### src/rtl/adc_channel_stats_pkg.sv
// Shared types and constants for the ADC channel statistics block.
// Latency: n/a (declarations only).
// Backpressure: n/a.
//
// Contents: sample width, read-select enum, count saturation value and the
// channel-index width helper used by the interface and the top.
package adc_stats_pkg;

  localparam int          ADC_SAMPLE_W = 12;
  localparam logic [15:0] CNT_MAX      = 16'hFFFF;

  typedef enum logic [1:0] {
    STAT_MIN = 2'd0,
    STAT_MAX = 2'd1,
    STAT_AVG = 2'd2,
    STAT_CNT = 2'd3
  } stat_sel_t;

  // Channel index width; a single-channel build still gets a 1-bit index.
  function automatic int chan_w(input int nch);
    return (nch > 1) ? $clog2(nch) : 1;
  endfunction

endpackage

### src/rtl/adc_channel_stats_if.sv
// Sample, clear and read-port bundle between the XADC readout and the stats block.
// Latency: n/a (wires only).
// Backpressure: none; samples are always accepted.
//
// master: sample source / register bank side. slave: adc_channel_stats.
// Signals: s_valid/s_chan/s_data sample strobe, clr/clr_all/clr_chan clear,
// rd_chan/rd_sel/rd_data read port, valid_mask per-channel "has samples".
// With ADC_STATS_ALARM_EN defined: thr_wr/thr_chan/thr_data threshold
// write port and the alarm flag vector.
interface adc_channel_stats_if
  import adc_stats_pkg::*;
#(
  parameter int NCH = 8,
  parameter int CW  = chan_w(NCH)
);

  logic           s_valid;
  logic [CW-1:0]  s_chan;
  logic [15:0]    s_data;
  logic           clr;
  logic           clr_all;
  logic [CW-1:0]  clr_chan;
  logic [CW-1:0]  rd_chan;
  logic [1:0]     rd_sel;
  logic [15:0]    rd_data;
  logic [NCH-1:0] valid_mask;
`ifdef ADC_STATS_ALARM_EN
  logic           thr_wr;
  logic [CW-1:0]  thr_chan;
  logic [11:0]    thr_data;
  logic [NCH-1:0] alarm;
`endif

  modport master (
    output s_valid, s_chan, s_data, clr, clr_all, clr_chan, rd_chan, rd_sel,
`ifdef ADC_STATS_ALARM_EN
    output thr_wr, thr_chan, thr_data,
    input  alarm,
`endif
    input  rd_data, valid_mask
  );

  modport slave (
    input  s_valid, s_chan, s_data, clr, clr_all, clr_chan, rd_chan, rd_sel,
`ifdef ADC_STATS_ALARM_EN
    input  thr_wr, thr_chan, thr_data,
    output alarm,
`endif
    output rd_data, valid_mask
  );

endinterface

### src/rtl/adc_channel_stats_lane.sv
// One channel's min/max/IIR-average/saturating-count state and its update.
// Latency: state updates on the edge that sees smp_vld_i/clr_i.
// Backpressure: none; every strobed sample is absorbed.
//
// Ports: clk, rst_n (sync, active-low), smp_vld_i/smp_x_i sample for this
// channel, clr_i clear for this channel, min_o/max_o/avg_o/cnt_o/vld_o state.
// With ADC_STATS_ALARM_EN: thr_wr_i/thr_dat_i threshold write, alarm_o flag.
module adc_stats_lane
  import adc_stats_pkg::*;
#(
  parameter int AVG_SHIFT = 4
) (
  input  logic                    clk,
  input  logic                    rst_n,
  input  logic                    smp_vld_i,
  input  logic [ADC_SAMPLE_W-1:0] smp_x_i,
  input  logic                    clr_i,
`ifdef ADC_STATS_ALARM_EN
  input  logic                    thr_wr_i,
  input  logic [ADC_SAMPLE_W-1:0] thr_dat_i,
  output logic                    alarm_o,
`endif
  output logic [ADC_SAMPLE_W-1:0] min_o,
  output logic [ADC_SAMPLE_W-1:0] max_o,
  output logic [ADC_SAMPLE_W-1:0] avg_o,
  output logic [15:0]             cnt_o,
  output logic                    vld_o
);

  localparam int AW = ADC_SAMPLE_W + AVG_SHIFT;
  localparam logic [ADC_SAMPLE_W-1:0] MIN_CLR = '1;

  logic [ADC_SAMPLE_W-1:0] min_q, min_d, max_q, max_d;
  logic [AW-1:0]           acc_q, acc_d;
  logic [15:0]             cnt_q, cnt_d;
  logic                    vld_q, vld_d;

  // State as seen after a same-edge clear; a coincident sample builds on this.
  logic [ADC_SAMPLE_W-1:0] base_min, base_max;
  logic [AW-1:0]           base_acc;
  logic [15:0]             base_cnt;
  logic                    base_vld;

  always_comb begin
    base_min = clr_i ? MIN_CLR : min_q;
    base_max = clr_i ? '0      : max_q;
    base_acc = clr_i ? '0      : acc_q;
    base_cnt = clr_i ? '0      : cnt_q;
    base_vld = clr_i ? 1'b0    : vld_q;

    min_d = base_min;
    max_d = base_max;
    acc_d = base_acc;
    cnt_d = base_cnt;
    vld_d = base_vld;

    if (smp_vld_i) begin
      if (!base_vld) begin
        // First sample seeds the IIR so avg equals x immediately.
        min_d = smp_x_i;
        max_d = smp_x_i;
        acc_d = AW'(smp_x_i) << AVG_SHIFT;
        cnt_d = 16'd1;
        vld_d = 1'b1;
      end else begin
        if (smp_x_i < base_min) min_d = smp_x_i;
        if (smp_x_i > base_max) max_d = smp_x_i;
        // acc stays below 4095<<AVG_SHIFT, so AW bits never overflow.
        acc_d = base_acc - (base_acc >> AVG_SHIFT) + AW'(smp_x_i);
        if (base_cnt != CNT_MAX) cnt_d = base_cnt + 16'd1;
      end
    end
  end

  always_ff @(posedge clk) begin
    if (!rst_n) begin
      min_q <= MIN_CLR;
      max_q <= '0;
      acc_q <= '0;
      cnt_q <= '0;
      vld_q <= 1'b0;
    end else begin
      min_q <= min_d;
      max_q <= max_d;
      acc_q <= acc_d;
      cnt_q <= cnt_d;
      vld_q <= vld_d;
    end
  end

  assign min_o = min_q;
  assign max_o = max_q;
  assign avg_o = acc_q[AW-1:AVG_SHIFT];
  assign cnt_o = cnt_q;
  assign vld_o = vld_q;

`ifdef ADC_STATS_ALARM_EN
  logic [ADC_SAMPLE_W-1:0] thr_q, thr_d;
  logic                    alarm_q, alarm_d;

  always_comb begin
    thr_d   = thr_wr_i ? thr_dat_i : thr_q;
    alarm_d = alarm_q | (smp_vld_i & (smp_x_i > thr_q));
    // Clear beats a same-edge set.
    if (clr_i) alarm_d = 1'b0;
  end

  always_ff @(posedge clk) begin
    if (!rst_n) begin
      thr_q   <= '1;
      alarm_q <= 1'b0;
    end else begin
      thr_q   <= thr_d;
      alarm_q <= alarm_d;
    end
  end

  assign alarm_o = alarm_q;
`endif

endmodule

### src/rtl/adc_channel_stats.sv
// Per-channel ADC min/max/IIR-average/count tracker with a registered read port.
// Latency: sample -> state 2 edges, -> rd_data 3 edges; rd_data 1 edge after rd_chan/rd_sel.
// Backpressure: none; one sample per cycle is always accepted.
//
// Ports: clk, rst_n (sync, active-low), bus (adc_channel_stats_if.slave):
// sample input, clear controls, read select/data, valid_mask.
// Optional alarm feature under macro ADC_STATS_ALARM_EN adds threshold write
// port and sticky per-channel alarm flags on the same interface.
module adc_channel_stats
  import adc_stats_pkg::*;
#(
  parameter int NCH       = 8,
  parameter int AVG_SHIFT = 4
) (
  input  logic                clk,
  input  logic                rst_n,
  adc_channel_stats_if.slave  bus
);

  localparam int CW    = chan_w(NCH);
  // Slots cover every encodable index so out-of-range reads hit zero padding.
  localparam int NSLOT = 1 << CW;

  // Stage 1: input register; sample field is the top 12 bits of the DO word.
  logic                    s_vld_q;
  logic [CW-1:0]           s_chan_q;
  logic [ADC_SAMPLE_W-1:0] s_x_q;

  always_ff @(posedge clk) begin
    if (!rst_n) begin
      s_vld_q  <= 1'b0;
      s_chan_q <= '0;
      s_x_q    <= '0;
    end else begin
      s_vld_q  <= bus.s_valid;
      s_chan_q <= bus.s_chan;
      s_x_q    <= bus.s_data[15:4];
    end
  end

  logic [ADC_SAMPLE_W-1:0] min_a [NSLOT];
  logic [ADC_SAMPLE_W-1:0] max_a [NSLOT];
  logic [ADC_SAMPLE_W-1:0] avg_a [NSLOT];
  logic [15:0]             cnt_a [NSLOT];
  logic [NSLOT-1:0]        vld_a;
`ifdef ADC_STATS_ALARM_EN
  logic [NSLOT-1:0]        alarm_a;
`endif

  // Stage 2: per-channel lanes. Out-of-range indices match no lane.
  for (genvar n = 0; n < NSLOT; n++) begin : g_lane
    if (n < NCH) begin : g_real
      logic hit_smp, hit_clr;
      assign hit_smp = s_vld_q && (s_chan_q == CW'(n));
      assign hit_clr = bus.clr && (bus.clr_all || (bus.clr_chan == CW'(n)));
`ifdef ADC_STATS_ALARM_EN
      logic hit_thr;
      assign hit_thr = bus.thr_wr && (bus.thr_chan == CW'(n));
`endif

      adc_stats_lane #(
        .AVG_SHIFT (AVG_SHIFT)
      ) u_lane (
        .clk       (clk),
        .rst_n     (rst_n),
        .smp_vld_i (hit_smp),
        .smp_x_i   (s_x_q),
        .clr_i     (hit_clr),
`ifdef ADC_STATS_ALARM_EN
        .thr_wr_i  (hit_thr),
        .thr_dat_i (bus.thr_data),
        .alarm_o   (alarm_a[n]),
`endif
        .min_o     (min_a[n]),
        .max_o     (max_a[n]),
        .avg_o     (avg_a[n]),
        .cnt_o     (cnt_a[n]),
        .vld_o     (vld_a[n])
      );
    end else begin : g_pad
      assign min_a[n] = '0;
      assign max_a[n] = '0;
      assign avg_a[n] = '0;
      assign cnt_a[n] = '0;
      assign vld_a[n] = 1'b0;
`ifdef ADC_STATS_ALARM_EN
      assign alarm_a[n] = 1'b0;
`endif
    end
  end

  // Read mux samples current lane state, so an update on this edge is seen next cycle.
  logic [15:0] rd_data_d, rd_data_q;

  always_comb begin
    rd_data_d = '0;
    case (stat_sel_t'(bus.rd_sel))
      STAT_MIN: rd_data_d = 16'(min_a[bus.rd_chan]);
      STAT_MAX: rd_data_d = 16'(max_a[bus.rd_chan]);
      STAT_AVG: rd_data_d = 16'(avg_a[bus.rd_chan]);
      STAT_CNT: rd_data_d = cnt_a[bus.rd_chan];
      default:  rd_data_d = '0;
    endcase
  end

  always_ff @(posedge clk) begin
    if (!rst_n) rd_data_q <= '0;
    else        rd_data_q <= rd_data_d;
  end

  assign bus.rd_data    = rd_data_q;
  assign bus.valid_mask = vld_a[NCH-1:0];
`ifdef ADC_STATS_ALARM_EN
  assign bus.alarm      = alarm_a[NCH-1:0];
`endif

endmodule

### src/flat_wrapper.sv
// flat-port wrapper written by rule: the top's interface ports become plain ports
module adc_channel_stats_flat import adc_stats_pkg::*;
#(
  parameter int NCH       = 8,
  parameter int AVG_SHIFT = 4
)
  (clk, rst_n, bus_s_valid, bus_s_chan, bus_s_data, bus_clr, bus_clr_all, bus_clr_chan, bus_rd_chan, bus_rd_sel, bus_rd_data, bus_valid_mask);
  adc_channel_stats_if #(.NCH(NCH)) bus_i ();
  input  logic clk;
  input  logic rst_n;
  input wire logic [$bits(bus_i.s_valid)-1:0] bus_s_valid;
  input wire logic [$bits(bus_i.s_chan)-1:0] bus_s_chan;
  input wire logic [$bits(bus_i.s_data)-1:0] bus_s_data;
  input wire logic [$bits(bus_i.clr)-1:0] bus_clr;
  input wire logic [$bits(bus_i.clr_all)-1:0] bus_clr_all;
  input wire logic [$bits(bus_i.clr_chan)-1:0] bus_clr_chan;
  input wire logic [$bits(bus_i.rd_chan)-1:0] bus_rd_chan;
  input wire logic [$bits(bus_i.rd_sel)-1:0] bus_rd_sel;
  output wire logic [$bits(bus_i.rd_data)-1:0] bus_rd_data;
  output wire logic [$bits(bus_i.valid_mask)-1:0] bus_valid_mask;
  assign bus_i.s_valid = bus_s_valid;
  assign bus_i.s_chan = bus_s_chan;
  assign bus_i.s_data = bus_s_data;
  assign bus_i.clr = bus_clr;
  assign bus_i.clr_all = bus_clr_all;
  assign bus_i.clr_chan = bus_clr_chan;
  assign bus_i.rd_chan = bus_rd_chan;
  assign bus_i.rd_sel = bus_rd_sel;
  assign bus_rd_data = bus_i.rd_data;
  assign bus_valid_mask = bus_i.valid_mask;
  adc_channel_stats #(.NCH(NCH), .AVG_SHIFT(AVG_SHIFT)) u_core (.clk(clk), .rst_n(rst_n), .bus(bus_i));
endmodule
### config.mk
export PLATFORM = sky130hd
export DESIGN_NAME = adc_channel_stats_flat
export DESIGN_NICKNAME = d
export VERILOG_FILES = /design/src/rtl/adc_channel_stats_pkg.sv /design/src/rtl/adc_channel_stats_if.sv /design/src/rtl/adc_channel_stats_lane.sv /design/src/rtl/adc_channel_stats.sv /design/src/flat_wrapper.sv
export SDC_FILE = /design/constraint.sdc
export NUM_CORES = 2
export LEC_CHECK = 0
export ABC_AREA = 0
export CAP_MARGIN = 20
export CORE_ASPECT_RATIO = 0.9
export CORE_UTILIZATION = 30
export DETAILED_ROUTE_END_ITERATION = 10
export PLACE_DENSITY = 0.48
export SYNTH_ARGS = -nofsm -noshare
export SYNTH_HDL_FRONTEND = slang
export SYNTH_SLANG_ARGS = --single-unit
### constraint.sdc
create_clock -name clk -period 5 [get_ports clk]
set_input_delay 1 -clock clk [delete_from_list [all_inputs] [get_ports clk]]
set_output_delay 1 -clock clk [all_outputs]
set_load 0.02 [all_outputs]
power_grid.png
The bar under the picture is 100 um long. Pins as bars on the die edge.
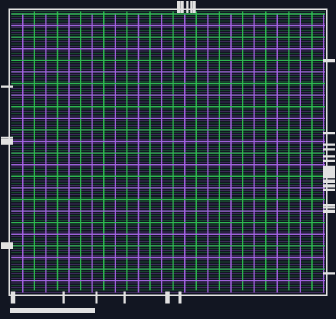
legend:
  purple:
    net: VSS
  green:
    net: VDD
signal pins: 56
met1 rails: 122
met5 straps: 24
rows: 121
Core Region: 121,100 um2
Die Height: 333.8 um
worst vdd ir: 0.0003017 V
width of the die: 370.6 um

placement_by_type.png
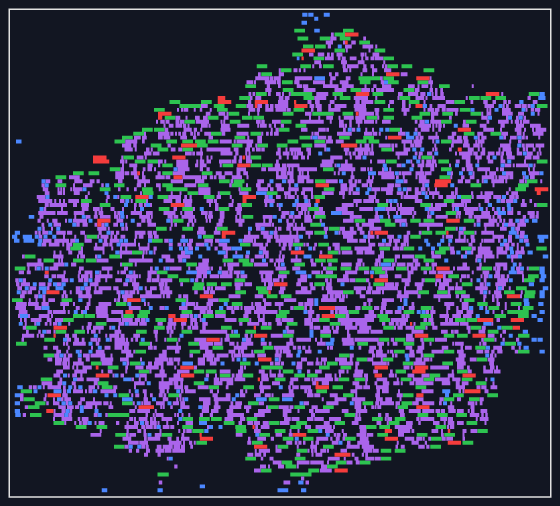
legend:
  purple:
    class: combinational and other logic
    cells: 3,598
    share_of_their_area: 62%
  red:
    class: clock drivers and dummy loads
    cells: 110
    share_of_their_area: 4.9%
  green:
    class: sequential cells
    cells: 488
    share_of_their_area: 23%
  blue:
    class: remaining buffers and delay cells
    cells: 472
    share_of_their_area: 9.3%
Finished Cell Area: 43,660 um2
Placement Rows: 121
flop share of the area: 22.41%
Util after Layout: 36.05%

clk_routes.png
The bar under the picture is 100 um long.
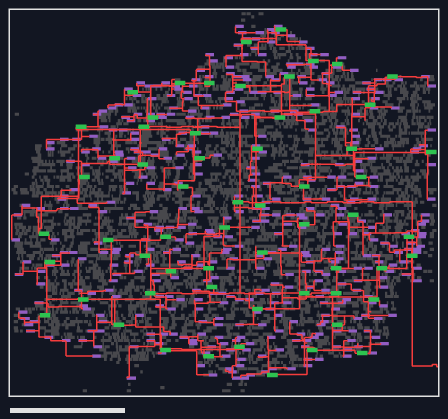
legend:
  red:
    item: clock wires
    length: 8,940 um
  green:
    item: clock drivers
    count: 60
  purple:
    item: flip-flops
    count: 488
flops lie: all over the die
routed clock nets: 61
Clock power frac: 43.0%
Clock Latency Late Sink: 0.69 ns

wires.png
The bar under the picture is 100 um long.
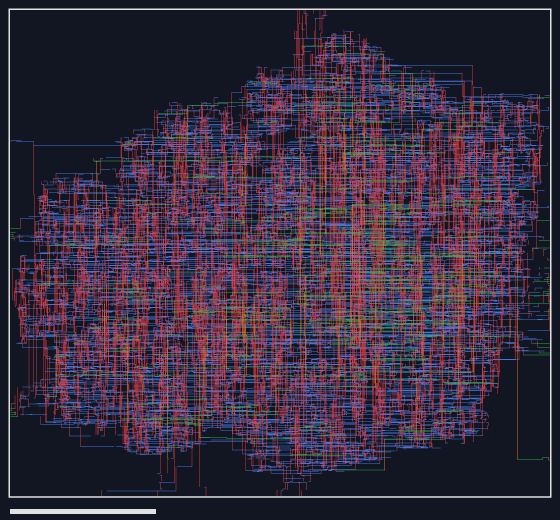
legend:
  red:
    layer: metal 2
    wire_length: 62.8 mm
  green:
    layer: metal 3
    wire_length: 9,240 um
  blue:
    layer: metal 1
    wire_length: 69.3 mm
  orange:
    layer: metal 4
    wire_length: 2,750 um
DRT Wirelength: 144,100 um
Avg WL per Cell: 22.99 um
via count: 33,760

[Yosys cell counts (6+ instances only)]
| master | instances |
|---|---|
| dfxtp_1 | 488 |
| nand2_1 | 479 |
| nor2_1 | 413 |
| ha_1 | 320 |
| inv_1 | 295 |
| a21oi_1 | 234 |
| o21ai_0 | 185 |
| clkbuf_1 | 169 |
| and2_1 | 167 |
| nand3_1 | 133 |
| mux4_2 | 128 |
| mux2i_1 | 120 |
| o211ai_1 | 92 |
| fa_1 | 88 |
| xor2_1 | 86 |
| xnor2_1 | 81 |
| nor3_1 | 71 |
| nand4_1 | 70 |
| o21a_1 | 52 |
| a31oi_1 | 49 |
| a21o_1 | 46 |
| nor2b_1 | 46 |
| a211oi_1 | 42 |
| nand2b_1 | 41 |
| buf_2 | 37 |
| and3_1 | 29 |
| buf_1 | 27 |
| or3_1 | 24 |
| a221oi_1 | 20 |
| nor4_1 | 19 |
| nor3b_1 | 18 |
| a311oi_1 | 16 |
| buf_4 | 16 |
| o2111ai_1 | 16 |
| o21bai_1 | 15 |
| o22ai_1 | 15 |
| and4_1 | 14 |
| o31ai_1 | 13 |
| o221ai_1 | 11 |
| o21ai_1 | 10 |
| or2_2 | 8 |
| a2bb2oi_1 | 7 |
| a31o_2 | 6 |
| o311ai_0 | 6 |
[layer usage]
metal	global-route usage (%)	vias to the layer above
met2	35.39	1088
met3	2.755	164
met4	4.649	0
li1	-	15979
met1	34.23	16529
met5	0	-
[cells by family after synthesis]
family,after synthesis,share of synthesized area [%]
compound gates,900,15.98
mux,253,11.29
flops,488,26.63
xor+xnor,167,3.987
fa+ha+maj,408,15.72
buf+inv,546,5.876
simple gates,1573,20.52
[metrics by stage]
stage,total power [W],setup TNS [ns],cell area (um2)
global route,0.01138,0,43660
finish,0.01091,0,43660
CTS,0.01099,0,43660
detailed placement,0.006274,-5.446,41620
floorplan,0.005388,0,36690
global placement,0.006269,-4.934,41620
[sequential cells by signal, indices dropped and copies added, names as in the netlist]
name and cells:
u_core.s_x_q 12, u_core.g_lane.g_real.u_lane.acc_q 128, u_core.bus.rd_data 16, u_core.g_lane.g_real.u_lane.min_o 96
u_core.s_chan_q 3, u_core.s_vld_q 1, u_core.g_lane.g_real.u_lane.cnt_o 128, u_core.g_lane.g_real.u_lane.max_o 96
u_core.g_lane.g_real.u_lane.vld_o 8
[path summary, 6_finish.rpt]
path / cells past startpoint / end
min: 2 / u_core.g_lane[2].g_real.u_lane.acc_q[3]$_SDFF_PN0_
max: 18 / u_core.g_lane[5].g_real.u_lane.acc_q[15]$_SDFF_PN0_
max reg2reg: 13 / u_core.g_lane[7].g_real.u_lane.acc_q[12]$_SDFF_PN0_
min reg2reg: 2 / u_core.g_lane[2].g_real.u_lane.acc_q[3]$_SDFF_PN0_
[cell type report]
cell class,instances,share of cell area [%]
tap,1599,4.582
multi-input combinational,3301,56.90
sequential,488,22.41
inverter,297,2.565
timing repair buffer,472,8.861
clock buffer,84,3.972
clock inverter,26,0.7135
[worst max-delay path, delay by kind of cell]
kind	cells	cell delay (ns)
simple gates	3	0.55
fa+ha+maj	2	0.63
compound gates	7	1.70
xor+xnor	1	0.11
buf+inv	5	1.33
==> run notes <==
fresh numbers from the pnr run: hold_ws=0.4727 ns, pin count of the biggest net entering global routing=118, worst hold path class=reg2reg, asr flop ratio synth=0%, share of cells above drive strength 1=around 16%, Root Driver=clkbuf_16, yosys cell count=4,335, slew margin rel.=between 30% and 40%, effective utilization at floorplan=between 30% and 40%, DP HPWL=roughly 110,000 um, initial antenna violation count=6, worst hold start=u_core.g_lane[2].g_real.u_lane.acc_q[3]$_SDFF_PN0_, worst r2r src=u_core.s_x_q[1]$_SDFF_PN0_, total CTS buffers=60, RePlAce Congestion=0.9151, CP startpoint kind=primary input, Crit path required time=between 5 and 6 ns, num ports=56, Combinational Power=0.00222 W, Hold Buf Count CTS=0, Unique cell types=97, Flop area=9784 um2, Clock Sink Count=488, max_cap viols=0, Post-Synthesis Cells=4,335, Post-synth EDFFs=0, Setup CP Type=in2reg, status=finished clean, total grt overflow=0, post_cts resized=0, Worst path slowest cell=clkdlybuf4s50_1, crit path cell chain=clkdlybuf4s50_1, and3b_1, o21ai_4, buf_4, nand2_1, inv_1, fa_1, inv_1, ha_1, o21ai_0, o21a_1, o21ai_0, a211oi_1, nor2_1, a311oi_1, buf_4, xnor2_1, o22ai_1, mapped cell area=about 37,000 um2, Worst R2R Setup Slack=1.09 ns, post-route setup slack=0.1864 ns, Yosys warning count=0, period utilization=96.27%, CP peak stage delay=0.64 ns, CTS tree=built, Synth area leaders=dfxtp_1 27%, ha_1 11%, mux4_2 7.9%, Slew @ Worst Pin=between 1 and 1.5 ns, Iteration-0 DRC Markers=about 3,000, Seq. pwr=0.00400 W
Power and IR drop assume default switching activity.
